[src/rtl/ldpc_pkg.sv]
// Shared constants, counter width and FSM state type for the LDPC output packer.
package ldpc_pkg;

  localparam int N     = 9216;
  localparam int K_R12 = 4608;
  localparam int K_R34 = 6912;
  localparam int CNT_W = 14;

  localparam logic [CNT_W-1:0] LAST_BIT = CNT_W'(N - 1);

  typedef enum logic [1:0] {
    IDLE,
    INFO,
    PARITY
  } state_t;

  // Index of the last information bit for the selected code rate.
  function automatic logic [CNT_W-1:0] k_last(input logic rate_sel);
    return rate_sel ? CNT_W'(K_R34 - 1) : CNT_W'(K_R12 - 1);
  endfunction

endpackage

[src/rtl/ldpc_bit2byte.sv]
// Serial-to-parallel packer: MSB-first shift register with a registered byte strobe.
module ldpc_bit2byte #(
  parameter int DATA_W = 8
) (
  input  logic              clk,
  input  logic              reset_n,
  input  logic              clr,
  input  logic              bit_en,
  input  logic              bit_in,
  output logic [DATA_W-1:0] byte_out,
  output logic              byte_vld
);

  localparam int PW = $clog2(DATA_W);
  localparam logic [PW-1:0] POS_LAST = PW'(DATA_W - 1);

  logic [DATA_W-2:0] sr_p0;
  logic [PW-1:0]     pos_p0;
  logic [DATA_W-1:0] byte_p1;
  logic              vld_p1;

  always_ff @(posedge clk) begin
    if (!reset_n) begin
      sr_p0   <= '0;
      pos_p0  <= '0;
      byte_p1 <= '0;
      vld_p1  <= 1'b0;
    end else begin
      vld_p1 <= 1'b0;
      // clr wins so a truncated frame never leaks bits into the next one
      if (clr) begin
        sr_p0  <= '0;
        pos_p0 <= '0;
      end else if (bit_en) begin
        sr_p0  <= {sr_p0[DATA_W-3:0], bit_in};
        pos_p0 <= pos_p0 + PW'(1);
        if (pos_p0 == POS_LAST) begin
          byte_p1 <= {sr_p0, bit_in};
          vld_p1  <= 1'b1;
        end
      end
    end
  end

  // ---- stage p1: registered byte output ----
  assign byte_out = byte_p1;
  assign byte_vld = vld_p1;

endmodule

[src/rtl/ldpc_out_pack.sv]
// Frames the decoder hard-decision stream, packs info bits into bytes and drops parity.
module ldpc_out_pack
  import ldpc_pkg::*;
(
  input  logic        clk,
  input  logic        reset_n,
  input  logic        bit_in,
  input  logic        sync_in,
  input  logic        rate,
  input  logic [4:0]  max_iter,
  input  logic [4:0]  num_iter,
  output logic [7:0]  byte_out,
  output logic        byte_vld,
  output logic        sof,
  output logic        eof,
  output logic        frm_err,
  output logic        dec_fail,
  output logic [15:0] frame_cnt
);

  state_t           state, state_nx;
  logic [CNT_W-1:0] bit_cnt, cnt_nx, idx;
  logic             shift_en, clr, latch, err_nx, done;
  logic             sof_d, eof_d;

  logic             rate_q;
  logic [4:0]       num_iter_q, max_iter_q;
  logic             sof_p1, eof_p1, frm_err_p1, dec_fail_q;
  logic [15:0]      frame_cnt_q;

  always_ff @(posedge clk) begin
    if (!reset_n) state <= IDLE;
    else          state <= state_nx;
  end

  // bit_cnt holds the index of the bit sampled this cycle; bit 0 is taken in IDLE.
  always_comb begin
    state_nx = state;
    cnt_nx   = bit_cnt;
    idx      = bit_cnt;
    shift_en = 1'b0;
    clr      = 1'b0;
    latch    = 1'b0;
    err_nx   = 1'b0;
    done     = 1'b0;
    case (state)
      IDLE: begin
        idx = '0;
        if (sync_in) begin
          shift_en = 1'b1;
          latch    = 1'b1;
          cnt_nx   = CNT_W'(1);
          state_nx = INFO;
        end
      end
      INFO: begin
        if (sync_in) begin
          shift_en = 1'b1;
          cnt_nx   = bit_cnt + CNT_W'(1);
          if (bit_cnt == k_last(rate_q)) state_nx = PARITY;
        end else begin
          err_nx   = 1'b1;
          clr      = 1'b1;
          cnt_nx   = '0;
          state_nx = IDLE;
        end
      end
      PARITY: begin
        if (sync_in) begin
          cnt_nx = bit_cnt + CNT_W'(1);
          if (bit_cnt == LAST_BIT) begin
            done     = 1'b1;
            cnt_nx   = '0;
            state_nx = IDLE;
          end
        end else begin
          err_nx   = 1'b1;
          cnt_nx   = '0;
          state_nx = IDLE;
        end
      end
      default: state_nx = IDLE;
    endcase
  end

  assign sof_d = shift_en && (idx == CNT_W'(7));
  assign eof_d = shift_en && (idx == k_last(rate_q));

  // ---- stage p1: frame flags aligned with the packer's byte strobe ----
  always_ff @(posedge clk) begin
    if (!reset_n) begin
      bit_cnt     <= '0;
      rate_q      <= 1'b0;
      num_iter_q  <= '0;
      max_iter_q  <= '0;
      sof_p1      <= 1'b0;
      eof_p1      <= 1'b0;
      frm_err_p1  <= 1'b0;
      dec_fail_q  <= 1'b0;
      frame_cnt_q <= '0;
    end else begin
      bit_cnt    <= cnt_nx;
      sof_p1     <= sof_d;
      eof_p1     <= eof_d;
      frm_err_p1 <= err_nx;
      if (latch) begin
        rate_q     <= rate;
        num_iter_q <= num_iter;
        max_iter_q <= max_iter;
      end
      if (done) begin
        frame_cnt_q <= frame_cnt_q + 16'd1;
        dec_fail_q  <= (num_iter_q >= max_iter_q);
      end
    end
  end

  ldpc_bit2byte #(.DATA_W(8)) u_bit2byte (
    .clk      (clk),
    .reset_n  (reset_n),
    .clr      (clr),
    .bit_en   (shift_en),
    .bit_in   (bit_in),
    .byte_out (byte_out),
    .byte_vld (byte_vld)
  );

  assign sof       = sof_p1;
  assign eof       = eof_p1;
  assign frm_err   = frm_err_p1;
  assign dec_fail  = dec_fail_q;
  assign frame_cnt = frame_cnt_q;

endmodule
[config.mk]
export PLATFORM = sky130hd
export DESIGN_NAME = ldpc_out_pack
export DESIGN_NICKNAME = d
export VERILOG_FILES = /design/src/rtl/ldpc_pkg.sv /design/src/rtl/ldpc_bit2byte.sv /design/src/rtl/ldpc_out_pack.sv
export SDC_FILE = /design/constraint.sdc
export NUM_CORES = 1
export LEC_CHECK = 0
export ABC_AREA = 0
export CAP_MARGIN = 20
export CORE_ASPECT_RATIO = 1.5
export CORE_MARGIN = 4
export CORE_UTILIZATION = 49
export DETAILED_ROUTE_END_ITERATION = 10
export DONT_BUFFER_PORTS = 1
export SETUP_SLACK_MARGIN = 0.1
export SYNTH_ARGS = -nofsm -noshare
export SYNTH_HDL_FRONTEND = slang
export SYNTH_SLANG_ARGS = --single-unit
[constraint.sdc]
create_clock -name clk -period 8.1 [get_ports clk]
set_clock_uncertainty 0.1 [all_clocks]
set_input_delay 1.62 -clock clk [delete_from_list [all_inputs] [get_ports clk]]
set_output_delay 1.62 -clock clk [all_outputs]
set_load 0.1 [all_outputs]
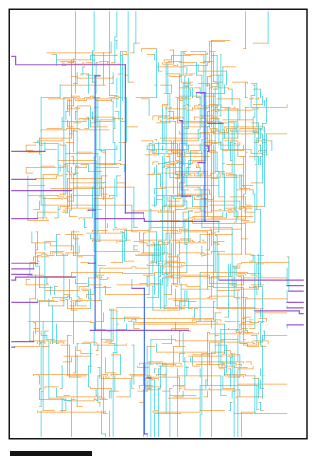
*Signal wires by layer*
Scale bar: 20 um.
legend:
  metal 1:
    color: orange
    wire_length: 2860 um
  metal 2:
    color: cyan
    wire_length: 3140 um
  metal 4:
    color: blue
    wire_length: 183 um
  metal 3:
    color: purple
    wire_length: 241 um
routed via count: 2515
Tot GR Track Use: 18.3%
detailed-route wire length: 6420 um

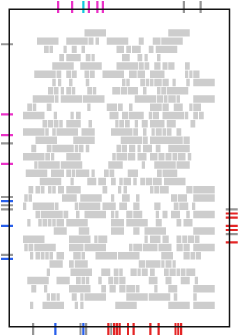
*I/O pins on the die edge*
Pins as bars across the die edge, other pins in gray.
legend:
  `byte_out`:
    color: magenta
    pins: 8
    direction: output
    edge: 5 top, 3 left
  `num_iter`:
    color: blue
    pins: 5
    direction: input
    edge: 3 left, 2 bottom
  `frame_cnt`:
    color: red
    pins: 16
    direction: output
    edge: 11 bottom, 5 right
  `bit_in`:
    color: cyan
    pins: 1
    direction: input
    edge: top
all pins by edge: 17 bottom, 12 left, 8 top, 7 right
die boundary height: 104 um
chip width: 72.1 um
Port Buffer Count: 0

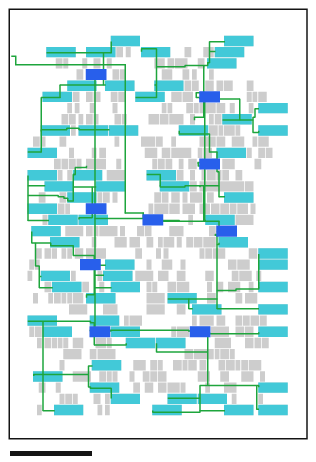
*Routed clock nets over the placement*
Scale bar: 20 um.
legend:
  flip-flops:
    color: cyan
    count: 66
  clock wires:
    color: green
    length: 841 um
  clock drivers:
    color: blue
    count: 9
flops lie: spread over the die
worst skew pair latency: 0.34 ns
clock distribution power: 0.000285 W

==> ci_impl_report.md <==
## Implementation flow summary

| Metric | Value |
|---|---|
| Combinational cell fraction of total power | `6.6%` |
| Final setup violation count | `0` |
| Xor-xnor portion of the synthesized cell area | `~4.4%` |
| Worst-case hold path end point | `max_iter_q[3]$_SDFFE_PN0P_` |
| TritonCTS clock tree | `built` |
| Grt met3 use | `about 4.8%` |
| Number of levels in the clock H-tree | `3` |
| Summed negative setup slack over all endpoints | `0 ns` |
| Leading post-synthesis cells by instance count | `nand2_1 (69), dfxtp_1 (66), a21oi_1 (40)` |
| Result of the run | `completed` |
| Yosys top cell area share | `between 40% and 50%` |
| Placeable core region | `~0.006 mm2` |
| Critical path startpoint | `frame_cnt[0]$_SDFFE_PN0P_` |
| Synth cell types | `approximately 44` |
| # rows | `34` |
| Net count of the finished layout | `a little under 400` |
| Main logic family after synthesis | `simple AND/OR/NAND/NOR gates` |
| Power group with the highest consumption | `sequential cells` |
| Highest Clock Rate | `~320 MHz` |
| Clock tree sinks | `66` |
| Initial antenna violation count | `0` |
| Clock Root Buffer | `clkbuf_8` |
| Router iterations before antenna repair | `4` |
| Global Route met2 Usage | `29.4%` |
| Met2 wire length | `~3100 um` |
| Area fraction in full adders, half adders and majority gates | `under 10%` |
| Pins Over Slew Limit | `0` |
| Mux frac, synth | `less than 1%` |
| Via count normalized by instance count | `between 5 and 6` |
| DRT antenna net count | `0` |
| Max Root-Sink Buffers | `2` |
| Multi-input logic area | `between 0.0015 and 0.002 mm2` |
| Critical path capture point type | `primary output` |
| Die area | `between 0.007 and 0.008 mm2` |
| Final hold violations | `0` |
| Number of cells on the critical path | `0` |
| Endpoint of the worst setup timing path | `frame_cnt[0]` |
| Pre-Place Util | `51.4%` |
| Ys async rst share | `0%` |
| Complex-gate fraction of the synthesized area | `roughly 17%` |
| Number of top-level pins | `44` |
| Power per unit of standard cell area | `205 mW/mm2` |
| Max-cap viol count | `0` |
| Leftover overflow at the end of global routing | `0` |
| Flip-flop and latch power | `around 0.00034 W` |
| Summed standard-cell area reported by yosys | `between 0.003 and 0.004 mm2` |
| Worst r2r path cells | `5` |
| Post-Route M1 WL | `around 2900 um` |
| Number of buffers created by CTS | `9` |
| Finished Cell Area | `approximately 0.0033 mm2` |
| Endpoint of the lowest-slack register-to-register path | `frame_cnt[15]$_SDFFE_PN0P_` |
| Post-synthesis net count | `between 300 and 400` |
| Design internal power | `just over 0.0005 W` |
| PnR worst setup slack | `just under 5 ns` |
| OpenROAD warning count | `28` |
| Sequential share of power | `between 50% and 60%` |
| Sw Pwr | `about 0.00015 W` |
| Wire length of the first global-routing pass | `roughly 11000 um` |
| Most utilized layer in the global route result | `met2` |
| Uppermost layer routed | `met4` |
| Synthesized registers | `about 66` |
| Count of routing violations after the opening detailed-route iteration | `about 150` |
| Power drawn by the combinational cells | `0.0000438 W` |
| Worst Min Path Start | `max_iter_q[3]$_SDFFE_PN0P_` |
| Number of non-filler instances in the completed layout | `444` |
| Routability cong. | `0.845` |
| Type of origin of the critical path | `flop` |
| Top cells, area | `dfxtp_1 (44%), nand2_1 (8.6%), a21oi_1 (6.6%)` |
| WL per Instance | `around 14 um` |
| Setup repair after global routing missed its margin | `no` |
| Global-route track usage on met1 | `approximately 22%` |
| Clock Pin Slew Worst Setup and Hold Paths | `0.07 ns` |
| Fraction of the yosys area taken by sequential cells | `between 40% and 50%` |
| Pin count of the biggest net entering global routing | `44` |
| Area taken by flip-flops and latches | `between 0.001 and 0.0015 mm2` |
| Min Clock Period, post-route | `approximately 3.1 ns` |
| Cells in synth_stat.txt | `~370` |
| Met3 WL | `~240 um` |
| Slew at the pin closest to its max-slew limit | `around 1.1 ns` |
| Cts repair resizes | `0` |
| Min-delay worst type | `flop to flop` |
| Signed area change from the synthesized netlist to the final layout | `7.88%` |
| EDFF count, synth | `0` |
| Overall power consumption | `0.000667 W` |
| Origin of the critical flop-to-flop path | `frame_cnt[2]$_SDFFE_PN0P_` |
| Post-Syn Area per Cell | `between 8 and 9 um2` |
| Critical path data required time | `approximately 6.4 ns` |
| Fraction of layout instances using a drive strength above 1 | `~5.4%` |
| Via count of the first global-routing pass | `between 2000 and 2500` |
| Cell Count Post-Placement | `428` |
| DRC violations left | `0` |
| Worst Hold Depth | `2` |
| Maximum vdd ir drop | `about 0.11 mV` |
| Most frequently used flop master after synthesis | `dfxtp_1` |
| Inserted Diodes | `0` |
| Dominant cell by count in the synthesized netlist | `nand2_1` |
| Number of warning messages in the yosys log | `0` |
| Post-CTS Setup Bufs | `0` |
| Number of flip-flops in the largest register | `16` |
| Filler cell count in the final layout | `~570` |
| Max FO, Critical Path | `5` |
| Number of buffers inserted by hold repair at cts | `0` |
| Worst slew slack as a fraction of its limit | `25.3%` |
| WS Path Type | `flop to primary output` |
| Tightest hold margin | `roughly 0.36 ns` |
| Share of the core filled with cells | `roughly 55%` |
| Leakage power summed over all cells | `around 1.1 nW` |
| Post-synth design cell area | `roughly 0.0030 mm2` |
| Switching part of the total power | `23.2%` |
| Area share of and/or/nand/nor cells after synthesis | `between 20 and 30%` |
| Share of the cycle needed by the critical path after routing | `about two fifths` |
| Post-placement cell area | `0.00305 mm2` |
| Portion of total power attributed to the clock network | `approximately 43%` |
| Setup slack on the worst flop-to-flop path | `5.08 ns` |
| Crit path DAT | `around 1.4 ns` |
| Worst slack at placement | `roughly 4.6 ns` |
| Post-detailed-placement half-perimeter wirelength | `between 4000 and 5000 um` |
| Synth Instances | `between 300 and 400` |
| Library cell occupying the most area in the post-synthesis netlist | `dfxtp_1` |
==> cells in the final DEF, fill, tap and decap left out, drive strengths merged, types with 4 or more instances in the layout <==
cell    count
nor4        7
a31oi       5
nor2       26
ha         12
nand3      16
dfxtp      66
o21ai      15
a21oi      40
and2        5
xor2        4
nand4       9
a21o        6
nor3       10
inv        14
nand2      69
clkbuf     14
nand2b      4
xnor2      11
or3         6
==> layout make-up <==
type / instances / area share, %
multi-input combinational: 275 / 48.4
inverter: 14 / 1.61
clock buffer: 13 / 5.19
timing repair buffer: 2 / 0.384
sequential: 66 / 40.6
clock inverter: 2 / 1.08
tap: 72 / 2.77
No activity file was given, so power comes from the tool's default toggle rates.
